Run 1, met1 routing:
Supply wires on this layer in gray.
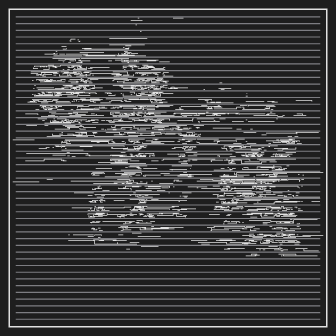
Run 1, the metal 2 layer:
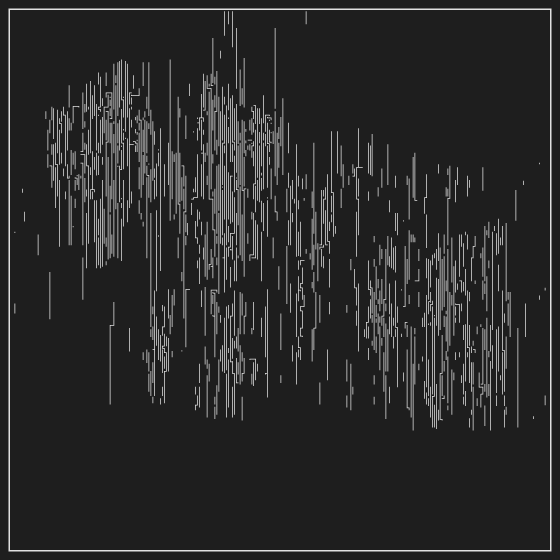
Run 1, M3 wires:
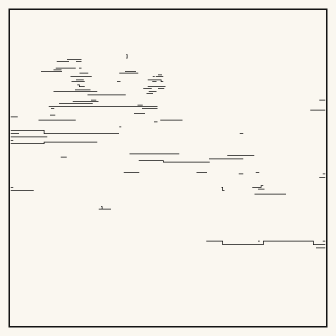
Run 1, M4 wires:
Bar = 50 um. Supply wires on this layer in gray. Cells faint in the background.
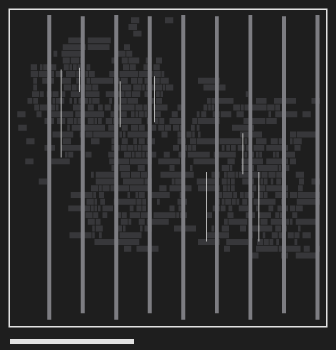
$ cat src/rtl/quad_pkg.sv
// Shared encodings for the quadrature emitter: phase codes, FSM states,
// and the signed saturation limits of the pending-step counter.
package quad_pkg;

  typedef enum logic [1:0] {
    ST_IDLE = 2'd0,
    ST_RUN  = 2'd1,
    ST_GAP  = 2'd2
  } state_e;

  localparam logic [1:0] PH0 = 2'd0;
  localparam logic [1:0] PH1 = 2'd1;
  localparam logic [1:0] PH2 = 2'd2;
  localparam logic [1:0] PH3 = 2'd3;

  // {sa,sb} per phase; adjacent phases differ in exactly one bit
  localparam logic [1:0] ENC_P0 = 2'b00;
  localparam logic [1:0] ENC_P1 = 2'b10;
  localparam logic [1:0] ENC_P2 = 2'b11;
  localparam logic [1:0] ENC_P3 = 2'b01;

  function automatic logic [1:0] phase_enc(input logic [1:0] ph);
    logic [1:0] enc;
    case (ph)
      PH0:     enc = ENC_P0;
      PH1:     enc = ENC_P1;
      PH2:     enc = ENC_P2;
      PH3:     enc = ENC_P3;
      default: enc = ENC_P0;
    endcase
    return enc;
  endfunction

  function automatic int pend_max(input int w);
    return (1 << (w - 1)) - 1;
  endfunction

  function automatic int pend_min(input int w);
    return -(1 << (w - 1));
  endfunction

endpackage

$ cat src/rtl/quad_tick_gen.sv
// Free-running divide-by-DIV counter with synchronous clear; tick is high for
// the one cycle the counter sits at DIV-1, so the next edge lands DIV cycles after a clear.
module quad_tick_gen #(
  parameter int unsigned DIV = 4
) (
  input  logic clk,
  input  logic rst,
  input  logic clr,
  output logic tick
);

  localparam int CW = (DIV > 1) ? $clog2(DIV) : 1;

  logic [CW-1:0] cnt_q, cnt_d;

  assign tick = (cnt_q == CW'(DIV - 1));

  always_comb begin
    cnt_d = cnt_q + CW'(1);
    if (clr || tick) begin
      cnt_d = '0;
    end
  end

  always_ff @(posedge clk or negedge rst) begin
    if (!rst) begin
      cnt_q <= '0;
    end else begin
      cnt_q <= cnt_d;
    end
  end

endmodule

$ cat src/rtl/quad_encoder_emitter.sv
// Rotary encoder emulator: queues signed detent requests and plays each out as EDGES_PER_STEP
// quadrature edges EDGE_DIV apart, then a quiet gap; stretches press pulses onto sw_out.
module quad_encoder_emitter
  import quad_pkg::*;
#(
  parameter int unsigned EDGE_DIV       = 50000,
  parameter int unsigned EDGES_PER_STEP = 4,
  parameter int unsigned PEND_W         = 8,
  parameter int unsigned PRESS_CYC      = 1000000
) (
  input  logic              clk,
  input  logic              rst,
  input  logic              step_cw,
  input  logic              step_ccw,
  input  logic              press,
  input  logic              ovf_clr,
  output logic              sa,
  output logic              sb,
  output logic              sw_out,
  output logic              busy,
  output logic [PEND_W-1:0] pending,
  output logic              overflow
);

  localparam int PCW = $clog2(PRESS_CYC + 1);
  localparam logic signed [PEND_W-1:0] PMAX = PEND_W'(pend_max(PEND_W));
  localparam logic signed [PEND_W-1:0] PMIN = PEND_W'(pend_min(PEND_W));
  localparam logic signed [PEND_W-1:0] PONE = PEND_W'(1);

  state_e                    state_q, state_d;
  logic                      dir_q, dir_d;
  logic [2:0]                edge_cnt_q, edge_cnt_d;
  logic [1:0]                phase_q, phase_d;
  logic                      sa_q, sb_q, sa_d, sb_d;
  logic signed [PEND_W-1:0]  pend_q, pend_d, pend_base;
  logic                      ovf_q, ovf_d;
  logic [PCW-1:0]            press_cnt_q, press_cnt_d;
  logic                      sw_q, sw_d;
  logic                      done, tick, div_clr;

  quad_tick_gen #(.DIV(EDGE_DIV)) u_tick (
    .clk  (clk),
    .rst  (rst),
    .clr  (div_clr),
    .tick (tick)
  );

  always_comb begin
    state_d    = state_q;
    dir_d      = dir_q;
    edge_cnt_d = edge_cnt_q;
    phase_d    = phase_q;
    done       = 1'b0;
    div_clr    = 1'b0;
    case (state_q)
      ST_IDLE: begin
        div_clr = 1'b1;
        if (pend_q != '0) begin
          dir_d      = ~pend_q[PEND_W-1];
          edge_cnt_d = '0;
          state_d    = ST_RUN;
        end
      end
      ST_RUN: begin
        if (tick) begin
          phase_d    = dir_q ? phase_q + 2'd1 : phase_q - 2'd1;
          edge_cnt_d = edge_cnt_q + 3'd1;
          if (edge_cnt_q == 3'(EDGES_PER_STEP - 1)) begin
            done    = 1'b1;
            div_clr = 1'b1;
            state_d = ST_GAP;
          end
        end
      end
      ST_GAP: begin
        if (tick) begin
          state_d = ST_IDLE;
        end
      end
      default: state_d = ST_IDLE;
    endcase
    {sa_d, sb_d} = phase_enc(phase_d);
  end

  // The in-flight detent is still counted in pend_q, so retire it before
  // judging new requests against the limits.
  always_comb begin
    pend_base = pend_q;
    ovf_d     = ovf_q & ~ovf_clr;
    if (done) begin
      if (dir_q) begin
        if (pend_q == PMIN) ovf_d = 1'b1;
        else                pend_base = pend_q - PONE;
      end else begin
        if (pend_q == PMAX) ovf_d = 1'b1;
        else                pend_base = pend_q + PONE;
      end
    end
    pend_d = pend_base;
    if (step_cw && !step_ccw) begin
      if (pend_base == PMAX) ovf_d  = 1'b1;
      else                   pend_d = pend_base + PONE;
    end else if (step_ccw && !step_cw) begin
      if (pend_base == PMIN) ovf_d  = 1'b1;
      else                   pend_d = pend_base - PONE;
    end
  end

  always_comb begin
    press_cnt_d = press_cnt_q;
    if (press) begin
      press_cnt_d = PCW'(PRESS_CYC);
    end else if (press_cnt_q != '0) begin
      press_cnt_d = press_cnt_q - PCW'(1);
    end
    sw_d = (press_cnt_d == '0);
  end

  always_ff @(posedge clk or negedge rst) begin
    if (!rst) begin
      state_q     <= ST_IDLE;
      dir_q       <= 1'b0;
      edge_cnt_q  <= '0;
      phase_q     <= PH0;
      sa_q        <= 1'b0;
      sb_q        <= 1'b0;
      pend_q      <= '0;
      ovf_q       <= 1'b0;
      press_cnt_q <= '0;
      sw_q        <= 1'b1;
    end else begin
      state_q     <= state_d;
      dir_q       <= dir_d;
      edge_cnt_q  <= edge_cnt_d;
      phase_q     <= phase_d;
      sa_q        <= sa_d;
      sb_q        <= sb_d;
      pend_q      <= pend_d;
      ovf_q       <= ovf_d;
      press_cnt_q <= press_cnt_d;
      sw_q        <= sw_d;
    end
  end

  assign sa       = sa_q;
  assign sb       = sb_q;
  assign sw_out   = sw_q;
  assign busy     = (state_q != ST_IDLE);
  assign pending  = pend_q;
  assign overflow = ovf_q;

endmodule

$ cat config.mk
export PLATFORM = sky130hd
export DESIGN_NAME = quad_encoder_emitter
export DESIGN_NICKNAME = d
export VERILOG_FILES = /design/src/rtl/quad_pkg.sv /design/src/rtl/quad_tick_gen.sv /design/src/rtl/quad_encoder_emitter.sv
export SDC_FILE = /design/constraint.sdc
export NUM_CORES = 1
export LEC_CHECK = 0
export ABC_CLOCK_PERIOD_IN_PS = 3200
export CORE_MARGIN = 2
export CORE_UTILIZATION = 25
export DETAILED_ROUTE_END_ITERATION = 10
export REMOVE_ABC_BUFFERS = 1
export SETUP_SLACK_MARGIN = 0.2
export SLEW_MARGIN = 10
export SYNTH_ARGS = -nofsm -noshare
export SYNTH_HDL_FRONTEND = slang
export SYNTH_SLANG_ARGS = --single-unit
$ cat constraint.sdc
create_clock -name clk -period 3.2 [get_ports clk]
set_clock_uncertainty 0.15 [all_clocks]
set_input_delay 0.48 -clock clk [delete_from_list [all_inputs] [get_ports clk]]
set_output_delay 0.48 -clock clk [all_outputs]
set_load 0.02 [all_outputs]
==> flow_metrics.py, run 1 <==
# Generated from Yosys and OpenROAD reports
metrics = {
    "run_status": {
        "outcome": "complete, no violations",
    },
    "die": {
        "initial_core_util_pct": 25.4,
        "die_h_um": 128,
        "fp.dieW_um": 128,
    },
    "critical_path": {
        "arrival_ns": 2.98,
        "cp_slowest_cell": "o32a_4",
        "crit_path_max_incr_delay_ns": 0.43,
        "r2r_cells": 11,
        "critPathTopFamily": "AND-OR/OR-AND gates",
        "setup.worst_path.start": "pending[0]$_DFF_PN0_",
        "setup.worst_path.start_class": "register",
        "reg2reg_to": "pending[7]$_DFF_PN0_",
        "crit_type": "reg2reg",
        "cp.required_ns": 3.22,
        "crit_buf_inv": 2,
    },
    "timing": {
        "slew_headroom_pct": 52.4,
        "timing.fmax_ghz": 0.339,
        "setup_slack_ns": 0.249,
        "period_used_pct": 92.2,
        "finalSetupViolCount": 0,
    },
    "run": {
        "maxCapViolCount": 0,
        "warning_count": 33,
    },
    "detailed_routing": {
        "ant_nets": 0,
        "wl_met1_um": 4730,
        "via_per_inst": 5.33,
        "drtIter0Drc": 452,
        "dr_wl_met3_um": 540,
        "wl_per_cell_um": 15.7,
        "drc_errors": 0,
    },
    "cells_and_area": {
        "postLayoutCoreUtil_pct": 32.3,
        "buffers": 64,
        "clock_area_share_pct": 3.08,
        "comb_share_pct": 51.1,
        "nonClkBufAreaFrac_pct": 10.8,
        "seq_share_pct": 28.8,
        "design_area_um2": 4880,
        "final.fill_count": 1529,
        "comb_cells": 329,
        "logic_area_um2": 2490,
        "antenna_cells": 0,
        "layout.cells.non_filler": 663,
    },
    "pwr": {
        "p_seq_mw": 0.882,
        "pwr-share-seq_pct": 30.6,
        "power.total_mw": 2.88,
        "clkPwrFrac_pct": 19.8,
        "leakage_nw": 1.96,
        "power-top-group": "combinational logic",
        "power_density_nw_per_um2": 591,
        "switching_share_pct": 40.2,
    },
    "placement": {
        "post-place-ws_ns": 0.0623,
        "place_inst": 631,
    },
    "synthesis": {
        "ys_sh_adder_pct": 4.24,
        "synth-xor-area-share_pct": 6.62,
        "synthArstFlopShare_pct": 100,
        "logic_family": "simple AND/OR/NAND/NOR gates",
        "ys_warn_count": 0,
        "ys_cells": 421,
        "ys_top_cells_by_count": "dfrtp_1, nor2_1, nand2_1",
        "edf_count": 0,
        "yosys.cell_count.top_type": "dfrtp_1",
        "syn_inst": 421,
        "aoi_share_pct": 17.5,
        "avgSynthCellArea_um2": 9.12,
        "ys_sh_simple_pct": 31.1,
        "ys_sh_mux_pct": 0.261,
        "top_area_share_pct": 35.9,
        "synth_cell_types": 75,
    },
    "clock_network": {
        "clock-sinks": 56,
        "clock_latency_ns": 0.29,
        "cts_tree": "yes",
        "ctsResizeCount": 7,
        "cts_setup_buffers": 0,
        "htreeDepth": 2,
    },
    "grt": {
        "antenna_found_initial": 0,
        "grt.busiest_layer": "met2",
        "grt_max_degree": 57,
        "track_usage_pct": 11.9,
        "grt_pass1_wl_um": 16300,
        "grt.met1_usage_pct": 16.0,
        "grt_pass1_vias": 3335,
    },
}
Back to the opening pictures, 'met1 routing':
nets with wire on the layer = 459
longest straight run = 35.0 um
main direction = horizontal
wire length on this layer = 4730 um

Back to the opening pictures, 'the metal 2 layer':
longest straight run = 38.1 um
wire length on this layer = 4980 um
nets with wire on the layer = 432

Back to the opening pictures, 'M3 wires':
longest straight run = 43.7 um
main direction = horizontal
nets with wire on the layer = 59
share of all routed wire = 5.2%

Back to the opening pictures, 'M4 wires':
share of all routed wire = 1.5%
main direction = vertical
nets with wire on the layer = 7
longest straight run = 35.4 um
wire length on this layer = 154 um

-- run 1: state kept, by name, summed over array words and instances (netlist names) --
register / flops
press_cnt_q: 20
u_tick.cnt_q: 16
pending: 8
edge_cnt_q: 3
phase_q: 2
state_q: 2
dir_q: 1
overflow: 1
sa: 1
sb: 1
sw_out: 1
-- run 1: layout by cell type, fill, tap and decap left out, drive strengths merged, types with 11 or more instances in the layout --
cell	Yosys	routed
a21oi	19	19
buf	7	47
clkdlybuf4s50	0	17
dfrtp	55	55
ha	13	13
inv	18	18
nand2	25	25
nand4	12	12
nor2	52	52
nor3	21	21
o21ai	13	13
xnor2	18	18
xor2	11	11
--- run 2 (diff from run 1) ---
--- a/config.mk
+++ b/config.mk
@@ -8,6 +8,7 @@
 export ABC_CLOCK_PERIOD_IN_PS = 3200
 export CORE_MARGIN = 2
 export CORE_UTILIZATION = 25
+export CTS_CLUSTER_DIAMETER = 60
 export DETAILED_ROUTE_END_ITERATION = 10
 export REMOVE_ABC_BUFFERS = 1
 export SETUP_SLACK_MARGIN = 0.2
Run 2, M4 wires:
Bar = 50 um. Supply wires on this layer in gray. Cells faint in the background.
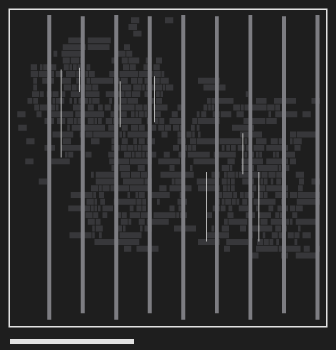
main direction = vertical
wire length on this layer = 154 um

Run 2, M3 wires:
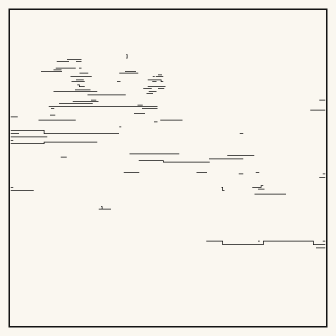
longest straight run = 43.7 um
wire length on this layer = 540 um
main direction = horizontal

Run 2, clock nets:
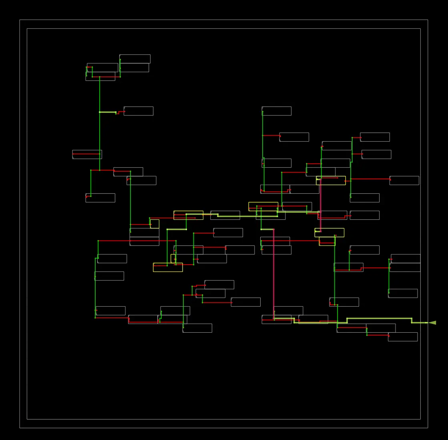
Seq Cell Count: 56
Layout clock buffers: 7
Inserted Clock Buffers: 5
worst skew pair latency: 0.29 ns
CTS sink cnt: 56

==> run 2 against run 1 <==
Worst setup slack unchanged. Total power unchanged. Sequential power about the same. Non-clock buffer count unchanged. Area after synthesis unchanged. Cell count unchanged. Critical path type unchanged. Highest routed layer unchanged.
==> flow_metrics.py, run 2 <==
# Generated from Yosys and OpenROAD reports
metrics = {
    "synthesis": {
        "synthArstFlopShare_pct": 100,
        "ys_sh_adder_pct": 4.24,
        "ys_top_cells_by_count": "dfrtp_1, nor2_1, nand2_1",
        "ys_sh_mux_pct": 0.261,
        "avgSynthCellArea_um2": 9.12,
        "syn_inst": 421,
        "logic_family": "simple AND/OR/NAND/NOR gates",
        "ys_cells": 421,
        "synth-xor-area-share_pct": 6.62,
        "ys_warn_count": 0,
        "synth_cell_types": 75,
        "yosys.cell_count.top_type": "dfrtp_1",
    },
    "cells_and_area": {
        "logic_area_um2": 2490,
        "antenna_cells": 0,
        "top_register": "press_cnt_q",
        "nonClkBufAreaFrac_pct": 10.8,
        "seq_share_pct": 28.8,
        "final.fill_count": 1529,
        "layout.cells.non_filler": 663,
        "design_area_um2": 4880,
        "comb_share_pct": 51.1,
        "final_cell_mix": "dfrtp_1, nor2_1, buf_4, nand2_1, nor3_1",
        "buffers": 64,
        "largest_reg_flops": 20,
    },
    "critical_path": {
        "cp.required_ns": 3.22,
        "crit_path_max_incr_delay_ns": 0.43,
        "arrival_ns": 2.98,
        "crit_buf_inv": 2,
        "critPathTopFamily": "AND-OR/OR-AND gates",
        "crit_type": "reg2reg",
        "cp_slowest_cell": "o32a_4",
        "setup.worst_path.start_class": "register",
    },
    "grt": {
        "track_usage_pct": 11.9,
        "grt.met1_usage_pct": 16.0,
        "grt_max_degree": 57,
        "antenna_found_initial": 0,
        "grt.busiest_layer": "met2",
        "grt_pass1_wl_um": 16300,
    },
    "pwr": {
        "clkPwrFrac_pct": 19.8,
        "switching_share_pct": 40.2,
        "power-top-group": "combinational logic",
        "p_seq_mw": 0.882,
        "pwr-share-seq_pct": 30.6,
        "power.total_mw": 2.88,
        "power_density_nw_per_um2": 591,
        "leakage_nw": 1.96,
    },
    "clock_network": {
        "cts_tree": "yes",
        "htreeDepth": 2,
        "ctsResizeCount": 7,
        "cts_setup_buffers": 0,
    },
    "detailed_routing": {
        "wl_met1_um": 4730,
        "wl_per_cell_um": 15.7,
        "via_per_inst": 5.33,
    },
    "die": {
        "initial_core_util_pct": 25.4,
        "fp.dieW_um": 128,
    },
    "run": {
        "maxCapViolCount": 0,
    },
    "run_status": {
        "outcome": "complete, no violations",
    },
    "timing": {
        "timing.fmax_ghz": 0.339,
        "finalSetupViolCount": 0,
    },
    "placement": {
        "place_inst": 631,
    },
}
-- run 2: final timing paths --
path,end,cells past startpoint,slack [ns]
max in group asynchronous,pending[6]$_DFF_PN0_,2,2.21
min in group clk,u_tick.cnt_q[0]$_DFF_PN0_,1,0.33
max,pending[7]$_DFF_PN0_,11,0.25
max reg2reg,pending[7]$_DFF_PN0_,11,0.25
min,press_cnt_q[11]$_DFF_PN0_,2,0.18
min reg2reg,u_tick.cnt_q[0]$_DFF_PN0_,1,0.33
-- run 2: stage by stage --
stage | setup WS (ns) | utilization (%)
floorplan | 0.160 | -
global placement | 0.0582 | 28.7
finish | 0.249 | 32.3
detailed placement | 0.0623 | 28.7
global route | 0.134 | 32.3
CTS | 0.197 | 29.8
--- run 3 (diff from run 2) ---
--- a/config.mk
+++ b/config.mk
@@ -10,6 +10,7 @@
 export CORE_UTILIZATION = 25
 export CTS_CLUSTER_DIAMETER = 60
 export DETAILED_ROUTE_END_ITERATION = 10
+export PLACE_DENSITY_LB_ADDON = 0.05
 export REMOVE_ABC_BUFFERS = 1
 export SETUP_SLACK_MARGIN = 0.2
 export SLEW_MARGIN = 10
Run 3, the metal 2 layer:
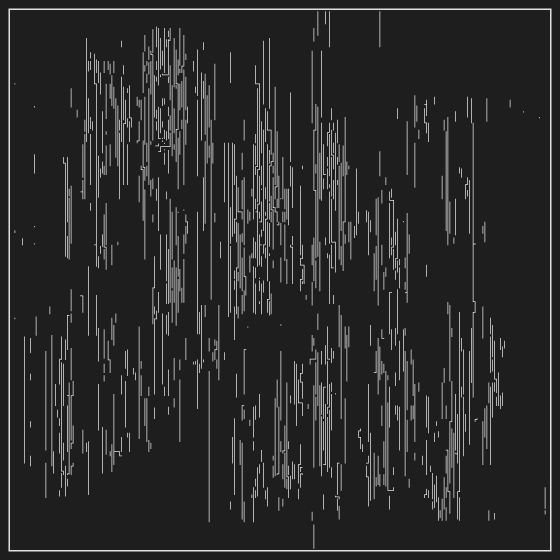
nets with wire on the layer = 424
share of all routed wire = 45%
wire length on this layer = 5260 um
longest straight run = 43.2 um
main direction = vertical

Run 3, clock nets:
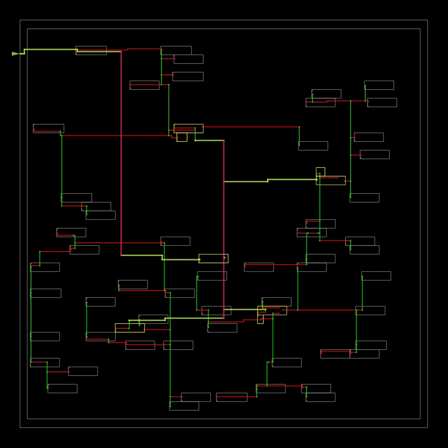
Clk power: 0.594 mW
worst skew pair latency: 0.31 ns
Layout clock buffers: 5

Run 3, met1 routing:
Supply wires on this layer in gray.
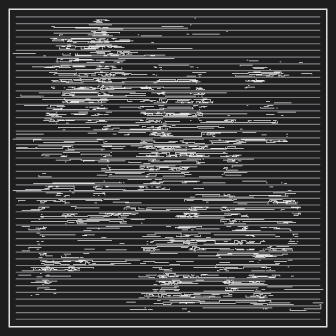
share of all routed wire = 51%
wire length on this layer = 5860 um
main direction = horizontal
nets with wire on the layer = 467

==> run 3 against run 2 <==
Via count down 0.45%. Die area is the same. Non-clock buffer count is 19 higher. Register-to-register slack gained 0.02 ns. Maximum frequency rose by 0.68%. Cell count increased by 2.9%. Total power is 2.8% higher. Wire length grew 11%. Worst setup slack improved by 0.020 ns. Global-route usage increased by 2.7 points. Sequential power rose by 1%. Critical path type unchanged. Critical endpoint is now overflow$_DFF_PN0_. Largest power group unchanged.
==> flow_metrics.py, run 3 <==
# Generated from Yosys and OpenROAD reports
metrics = {
    "run_status": {
        "outcome": "complete, no violations",
    },
    "cells_and_area": {
        "layout.cells.non_filler": 682,
        "final_common_cell": "buf_4",
        "final.fill_count": 1595,
        "antenna_cells": 0,
        "final_cell_mix": "buf_4, nor2_1, dfrtp_1, nand2_1",
        "postLayoutCoreUtil_pct": 33.7,
        "largest_reg_flops": 20,
    },
    "critical_path": {
        "crit_path_max_incr_delay_ns": 0.46,
        "setup.worst_path.end": "overflow$_DFF_PN0_",
        "setup.worst_path.start": "pending[2]$_DFF_PN0_",
        "reg2reg_to": "overflow$_DFF_PN0_",
        "cp_slowest_cell": "or3_4",
        "crit_cells": 13,
        "critPathTopFamily": "AND-OR/OR-AND gates",
        "setup.worst_path.start_class": "register",
        "cp.required_ns": 3.25,
        "arrival_ns": 2.98,
        "r2r_slack_ns": 0.27,
        "crit_type": "reg2reg",
        "r2r_cells": 13,
    },
    "die": {
        "initial_core_util_pct": 25.4,
        "die_h_um": 128,
        "fp.dieW_um": 128,
    },
    "synthesis": {
        "ys_sh_mux_pct": 0.261,
        "avgSynthCellArea_um2": 9.12,
        "top_area_share_pct": 35.9,
        "ys_warn_count": 0,
        "ys_top_cells_by_count": "dfrtp_1, nor2_1, nand2_1",
        "synth-xor-area-share_pct": 6.62,
        "aoi_share_pct": 17.5,
        "synth_cell_types": 75,
        "logic_family": "simple AND/OR/NAND/NOR gates",
        "ys_cells": 421,
        "yosys.cell_count.top_type": "dfrtp_1",
    },
    "detailed_routing": {
        "wl_met1_um": 5860,
        "ant_nets": 0,
        "via_per_inst": 5.16,
        "drtIter0Drc": 114,
        "wl_per_cell_um": 17.0,
        "wl_met2_um": 5260,
        "drc_errors": 0,
    },
    "grt": {
        "antenna_found_initial": 0,
        "grt.busiest_layer": "met2",
        "grt.met1_usage_pct": 21.0,
        "track_usage_pct": 14.6,
        "grt_max_degree": 38,
    },
    "placement": {
        "post-place-ws_ns": -0.00902,
        "place_inst": 652,
        "numPortBuffers": 18,
    },
    "clock_network": {
        "cts_setup_buffers": 2,
        "ctsResizeCount": 9,
        "htreeDepth": 2,
        "cts_inserted_buffers": 5,
    },
    "timing": {
        "timing.fmax_ghz": 0.341,
        "period_used_pct": 91.6,
        "setup_slack_ns": 0.269,
        "holdWs_ns": 0.315,
        "finalSetupViolCount": 0,
    },
    "pwr": {
        "power-top-group": "combinational logic",
        "p_seq_mw": 0.895,
        "clkPwrFrac_pct": 20.1,
        "switching_share_pct": 41.1,
        "leakage_nw": 2.05,
        "power_density_nw_per_um2": 583,
        "power.total_mw": 2.96,
    },
    "min_path": {
        "min_path_cells": 1,
    },
    "run": {
        "warning_count": 32,
    },
}
## run 3: cell counts after synthesis
Identical to the previous run, type by type.
## run 3: cell type report
cell class / count / area [um2] / share of cell area [%]
Inverter: 18 / 70.1 / 1.38
Timing Repair Buffer: 83 / 682 / 13.4
Multi-Input combinational cell: 329 / 2530 / 49.9
Clock inverter: 3 / 21.3 / 0.419
Clock buffer: 5 / 125 / 2.46
Tap cell: 188 / 235 / 4.63
Sequential cell: 56 / 1410 / 27.8
## run 3: kinds of logic after synthesis
kind of cell | Yosys count
and+or+nand+nor | 196
AOI/OAI and AO/OA | 90
DFF | 56
buffers and inverters | 36
xor gates and xnor gates | 29
adders and majority gates | 13
muxes | 1
No activity file was given, so power comes from the tool's default toggle rates.
